Fig. 1: run 1, layout detail
Region (127, 37) to (157, 67) um. Cells in grey, sequential cells in the stronger grey; small squares are vias.
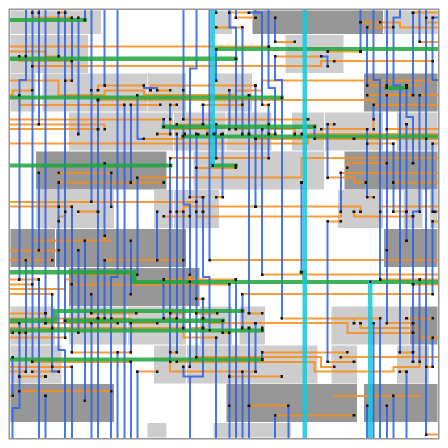
Fig. 2: run 1, drive-strength map
The bar under the picture is 50 um long.
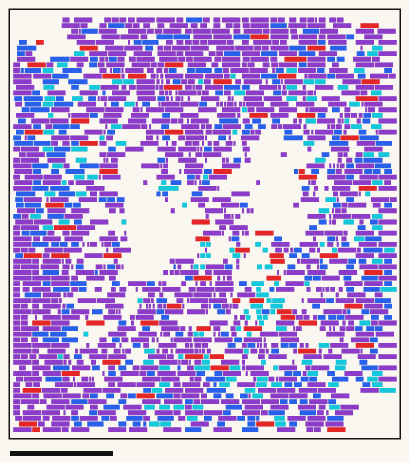
Fig. 3: run 1, clock wiring as the flow saved it
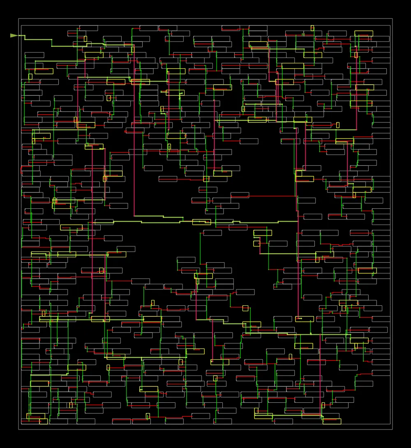
$ cat config.mk
export PLATFORM = sky130hd
export DESIGN_NAME = spi_regbank
export DESIGN_NICKNAME = d
export VERILOG_FILES = /design/src/rtl/spi_regbank.sv
export SDC_FILE = /design/constraint.sdc
export NUM_CORES = 1
export LEC_CHECK = 0
export CORE_ASPECT_RATIO = 1.1
export CORE_UTILIZATION = 55
export CTS_BUF_LIST = sky130_fd_sc_hd__clkbuf_16
export DETAILED_ROUTE_END_ITERATION = 7
export DONT_BUFFER_PORTS = 1
export PLACE_DENSITY = 0.7
export SLEW_MARGIN = 20
export SYNTH_ARGS = -nofsm -noshare
export SYNTH_HDL_FRONTEND = slang
export SYNTH_SLANG_ARGS = --single-unit
$ cat constraint.sdc
create_clock -name clk -period 2.63 [get_ports clk]
set_input_delay 0.526 -clock clk [delete_from_list [all_inputs] [get_ports clk]]
set_output_delay 0.526 -clock clk [all_outputs]
set_load 0.01 [all_outputs]
$ cat src/rtl/spi_regbank.sv
// spi_regbank: control/status register bank with sticky event flags and a masked interrupt.
// Define REGBANK_SHADOW_EN to stage control writes in shadow registers that commit on a write to 0x7E.
module spi_regbank #(
  parameter int              DW        = 32,
  parameter int              NUM_CTRL  = 8,
  parameter int              NUM_STAT  = 4,
  parameter logic [DW-1:0]   ID_VALUE  = 32'h1CE40001,
  parameter logic [DW-1:0]   BAD_VALUE = 32'hDEADC0DE
) (
  input  logic                     clk,
  input  logic                     rst_n,
  input  logic                     we,
  input  logic [6:0]               addr,
  input  logic [DW-1:0]            wdat,
  output logic [DW-1:0]            rdat,
  output logic [NUM_CTRL*DW-1:0]   ctrl_q,
  output logic [NUM_CTRL-1:0]      ctrl_wr_pulse,
  input  logic [NUM_STAT*DW-1:0]   stat_in,
  input  logic [DW-1:0]            evt_in,
  output logic                     irq
);

  localparam logic [6:0] ADDR_FLAGS  = 7'h7C;
  localparam logic [6:0] ADDR_MASK   = 7'h7D;
  localparam logic [6:0] ADDR_COMMIT = 7'h7E;
  localparam logic [6:0] ADDR_ID     = 7'h7F;
  localparam int         STAT_BASE   = 64;

  logic                   is_ctrl;
  logic                   is_stat;
  logic                   wr_ctrl;
  logic                   wr_flags;
  logic                   wr_mask;
  logic [DW-1:0]          flags_q;
  logic [DW-1:0]          mask_q;
  logic [DW-1:0]          evt_q;
  logic                   evt_armed_q;
  logic [NUM_STAT*DW-1:0] stat_q;
  logic [NUM_CTRL*DW-1:0] ctrl_view;

  always_comb begin
    is_ctrl  = int'(addr) < NUM_CTRL;
    is_stat  = (int'(addr) >= STAT_BASE) && (int'(addr) < STAT_BASE + NUM_STAT);
    wr_ctrl  = we && is_ctrl;
    wr_flags = we && (addr == ADDR_FLAGS);
    wr_mask  = we && (addr == ADDR_MASK);
  end

`ifdef REGBANK_SHADOW_EN
  logic [NUM_CTRL*DW-1:0] shadow_q;
  logic [NUM_CTRL-1:0]    dirty_q;
  logic                   wr_commit;

  assign wr_commit = we && (addr == ADDR_COMMIT);

  // Writes land in the shadow copy; a commit publishes only the dirty entries.
  always_ff @(posedge clk or negedge rst_n) begin
    if (!rst_n) begin
      ctrl_q        <= '0;
      shadow_q      <= '0;
      dirty_q       <= '0;
      ctrl_wr_pulse <= '0;
    end else begin
      ctrl_wr_pulse <= '0;
      if (wr_commit) begin
        for (int i = 0; i < NUM_CTRL; i++) begin
          if (dirty_q[i]) ctrl_q[i*DW +: DW] <= shadow_q[i*DW +: DW];
        end
        ctrl_wr_pulse <= dirty_q;
        dirty_q       <= '0;
      end else begin
        for (int i = 0; i < NUM_CTRL; i++) begin
          if (wr_ctrl && int'(addr) == i) begin
            shadow_q[i*DW +: DW] <= wdat;
            dirty_q[i]           <= 1'b1;
          end
        end
      end
    end
  end

  assign ctrl_view = shadow_q;
`else
  always_ff @(posedge clk or negedge rst_n) begin
    if (!rst_n) begin
      ctrl_q        <= '0;
      ctrl_wr_pulse <= '0;
    end else begin
      ctrl_wr_pulse <= '0;
      for (int i = 0; i < NUM_CTRL; i++) begin
        if (wr_ctrl && int'(addr) == i) begin
          ctrl_q[i*DW +: DW] <= wdat;
          ctrl_wr_pulse[i]   <= 1'b1;
        end
      end
    end
  end

  assign ctrl_view = ctrl_q;
`endif

  // evt_armed_q blocks edge detection until evt_q holds a real post-reset sample.
  always_ff @(posedge clk or negedge rst_n) begin
    if (!rst_n) begin
      evt_q       <= '0;
      evt_armed_q <= 1'b0;
      flags_q     <= '0;
      mask_q      <= '0;
      stat_q      <= '0;
      irq         <= 1'b0;
    end else begin
      evt_q       <= evt_in;
      evt_armed_q <= 1'b1;
      flags_q     <= (flags_q & ~(wr_flags ? wdat : '0))
                   | (evt_armed_q ? (evt_in & ~evt_q) : '0);
      if (wr_mask) mask_q <= wdat;
      stat_q      <= stat_in;
      irq         <= |(flags_q & mask_q);
    end
  end

  always_comb begin
    rdat = BAD_VALUE;
    if (is_ctrl) begin
      for (int i = 0; i < NUM_CTRL; i++) begin
        if (int'(addr) == i) rdat = ctrl_view[i*DW +: DW];
      end
    end else if (is_stat) begin
      for (int i = 0; i < NUM_STAT; i++) begin
        if (int'(addr) == STAT_BASE + i) rdat = stat_q[i*DW +: DW];
      end
    end else begin
      case (addr)
        ADDR_FLAGS:  rdat = flags_q;
        ADDR_MASK:   rdat = mask_q;
        ADDR_COMMIT: rdat = '0;
        ADDR_ID:     rdat = ID_VALUE;
        default:     rdat = BAD_VALUE;
      endcase
    end
  end

endmodule
==> results.cfg, run 1 <==
; flow metrics
[run]
warnings = 39

[final_timing]
slew_violations = 0
tns_ps = -505
finalSetupViolations = 7
setup_ws_ps = -139
fin_hold_ws_ps = -345
hold_violations = 490

[logic_synthesis]
synth-seq-cells = 490
yosys.area.top_type = dfrtp_1

[route]
via_per_inst = 6.48
dr.first_iter.drc_count = 1143
avgRoutedWirePerCell_um = 32.4
dr_wl_met2_um = 34100

[clock_network]
max-clock-path-buffers = 3

[global_routing]
grtUsageTotal_pct = 34.9
gr-total-overflow = 0
globalRouteMet1Util_pct = 41.8

[status]
violations = negative hold slack, negative setup slack
outcome = finished with violations

[finish]
layoutNonFillerInstCount = 2092

[setup_path]
rrSetupSlack_ps = 1010

[pwr]
p_int_uw = 12600
About Fig. 1:
- metal 3: green
- metal 4: cyan
- metal 1: orange
- metal 2: blue
- most frequent: dfrtp_1 (9), mux2_2 (7), nor2_1 (3)
- netlist names of flops here include: ctrl_q (9)
- cells with their middle in the window: 41
- sequential cells in the window: 9

About Fig. 2:
- _6 and larger: red (cells 67)
- _3 and _4 cells: cyan (cells 149)
- _2 cells: blue (cells 316)
- _0 and _1 cells: purple (cells 1063)

About Fig. 3:
flop count: 490
layout clock buffer count: 49
worst skew pair latency: 580 ps
clock-net power: 6680 uW
Clock Sinks: 490

## run 1: critical path, cell delays in order
cell	delay (ps)
nor2b_1	810
a221o_1	270
a22oi_1	60
o21ai_0	240
buf_4	180
## run 1: worst max-delay path by stage
stage | from | to | cells past startpoint
final | addr[0] | rdat[1] | 5
after floorplan | addr[0] | rdat[30] | 8
after CTS | ctrl_q[157]$_DFFE_PN0P_ | rdat[29] | 5
after global placement | addr[3] | rdat[16] | 5
after global routing | ctrl_q[253]$_DFFE_PN0P_ | rdat[29] | 5
after detailed placement | addr[0] | rdat[1] | 5
## run 1: logic make-up after synthesis
kind of cell,synth area share [%]
mux,26.5
flops,58.1
buf+inv,4.33
compound gates,7.37
simple gates,3.69
other cells,0.0178
Fig. 4: run 1, sequential cells grouped by signal name
The bar under the picture is 50 um long. Other sequential cells in the stronger grey, the rest of the logic in the fainter grey.
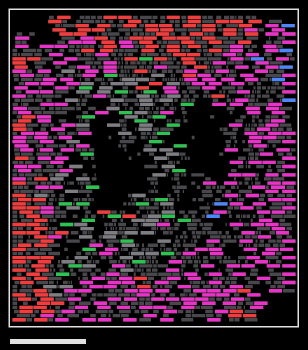

==> run 1 -> run 2 <==
ABC_AREA = 1   (was unset)
CORE_ASPECT_RATIO = unset   (was 1.1)
Fig. 5: run 2, sequential cells grouped by signal name
The bar under the picture is 50 um long. Other sequential cells in the stronger grey, the rest of the logic in the fainter grey.
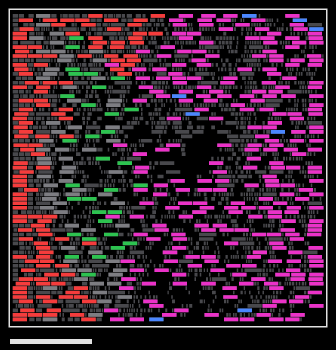
- stat_q: red (flops 128)
- ctrl_wr_pulse: blue (flops 8)
- mask_q: green (flops 32)
- ctrl_q: magenta (flops 256)
- not coloured: 66

==> results.cfg, run 2 <==
; flow metrics
[clock_network]
max-clock-path-buffers = 3
clkSinkCount = 490

[global_routing]
gr-total-overflow = 0

[status]
outcome = finished with violations
violations = design-rule violations, negative hold slack, max-slew violations, negative setup slack

[pwr]
p_int_uw = 12700

[finish]
layoutNonFillerInstCount = 2885
flops = 490
clockBufferCount = 53

[logic_synthesis]
xor_area_share_pct = 0
synth-seq-cells = 490
simple_gate_area_share_pct = 20.5

[setup_path]
worstPathCellList = inv_1 > nand2_2 > nor2_1 > buf_4 > nand2_2 > buf_12 > clkinvlp_4 > buf_4 > nand2_1 > nand4_1 > nor2_2 > nand2_1
cp_top_family = simple AND/OR/NAND/NOR gates
slowest_stage = buf_4
crit_buf_inv = 5

[route]
via_per_inst = 5.84
drt_drc_violations_left = 64

[final_timing]
setup_ws_ps = -5.39
slew_violations = 156
fin_hold_ws_ps = -372
finalSetupViolations = 2
tns_ps = -7.42
hold_violations = 369
run 2: final timing paths:
path                                  startpoint                     end  slack, ps  cells past startpoint
setup / recovery                         addr[4]                rdat[22]         -5                     12
hold / removal                             rst_n  ctrl_q[54]$_DFFE_PN0P_       -370                      0
setup reg to reg           flags_q[26]$_DFF_PN0_           irq$_DFF_PN0_       1100                      4
hold reg to reg             flags_q[6]$_DFF_PN0_    flags_q[6]$_DFF_PN0_        480                      2
max in group asynchronous                  rst_n  ctrl_q[33]$_DFFE_PN0P_       1610                      0
min in group clk                      evt_in[29]   flags_q[29]$_DFF_PN0_         60                      2
run 2: repair_timing:
action | CTS | global route
gates resized | 6 | 28
endpoints found under the hold margin | 650 | 490
gates cloned | 0 | 1
pin swaps | 0 | 8
endpoints found under the setup margin | 22 | 22
buffers inserted | 0 | 2
==> run 2 -> run 3 <==
CORE_AREA = 2 2 195 197   (was unset)
CORE_UTILIZATION = unset   (was 55)
CTS_BUF_LIST = sky130_fd_sc_hd__clkbuf_4 sky130_fd_sc_hd__clkbuf_8   (was sky130_fd_sc_hd__clkbuf_16)
DIE_AREA = 0 0 197 199   (was unset)
PLACE_DENSITY = 0.69   (was 0.7)
Fig. 6: run 3, layout detail
Region (133, 35) to (163, 65) um. Cells in grey, sequential cells in the stronger grey; small squares are vias.
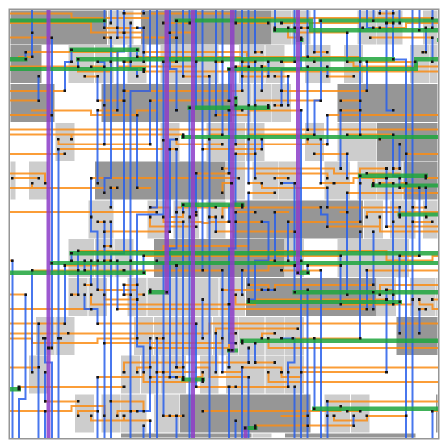
- metal 1: orange
- metal 2: blue
- metal 3: green
- metal 4: purple
- netlist names of flops here include: ctrl_q (9)
- sequential cells in the window: 9
- cells with their middle in the window: 80
- most frequent: nand2_1 (30), o21ai_0 (12), dfrtp_1 (9)

==> results.cfg, run 3 <==
; flow metrics
[status]
outcome = finished with violations
violations = negative hold slack, negative setup slack

[logic_synthesis]
synth-seq-cells = 490
mux_share_pct = 0
simple_gate_area_share_pct = 20.5
aoi_share_pct = 12.2
fa_ha_area_share_pct = 0

[final_timing]
tns_ps = -11.9
fin_hold_ws_ps = -408
hold_violations = 490
worst_pin_slew_ps = 1210
setup_ws_ps = -11.9
slew_violations = 0
finalSetupViolations = 1

[route]
dr_wl_met2_um = 32000
drt_drc_violations_left = 0
dr.first_iter.drc_count = 1816
avgRoutedWirePerCell_um = 23.5
via_per_inst = 5.68

[setup_path]
worstPathCellList = inv_1 > nand2_2 > nor2_4 > buf_4 > nand2_2 > buf_12 > buf_4 > nor2_1 > nor2_1 > nand4_1 > nand2_1 > nand3_1 > nand2_1
slowest_stage = buf_4
cp-startpoint = addr[4]
rr_endpoint = irq$_DFF_PN0_
cpPeakStageDelay_ps = 170
crit_path_end = rdat[21]
rr_worst_depth = 4
cp_top_family = simple AND/OR/NAND/NOR gates
crit_cells = 13
rrSetupSlack_ps = 1120
crit_buf_inv = 4
regToRegStartpoint = flags_q[10]$_DFF_PN0_

[finish]
clockBufferCount = 123
flops = 490
buffers = 262

[global_routing]
gr-total-overflow = 0
globalRouteMet1Util_pct = 47.3
grtUsageTotal_pct = 35.4

[placed_design]
globalplace.congestion = 0.967
place_area_um2 = 20700

[clock_network]
max-clock-path-buffers = 3
clock_latency_ps = 640
cts_tree = done
clkSinkCount = 490

[run]
warnings = 33

[pwr]
p_int_uw = 12100

[die]
placementRows = 71
run 3: cell counts after synthesis:
Identical to the previous run, type by type.
run 3: power groups by stage:
| stage | Clock (uW) | Sequential, uW | Combinational, uW |
|---|---|---|---|
| 5_1_grt | 7590 | 7980 | 860 |
| 4_1_cts | 7240 | 7950 | 767 |
| 2_1_floorplan | 0 | 8040 | 319 |
| 3_5_place_dp | 0 | 8090 | 513 |
| 3_3_place_gp | 0 | 8080 | 505 |
| 6_report | 7180 | 7970 | 800 |
run 3: timing repair:
item / CTS / global route
gates cloned: 0 / 1
setup endpoints to repair: 22 / 29
buffers inserted: 1 / 2
pin swaps: 1 / 9
resized: 3 / 32
hold endpoints to repair: 730 / 490
Power and IR drop assume default switching activity.
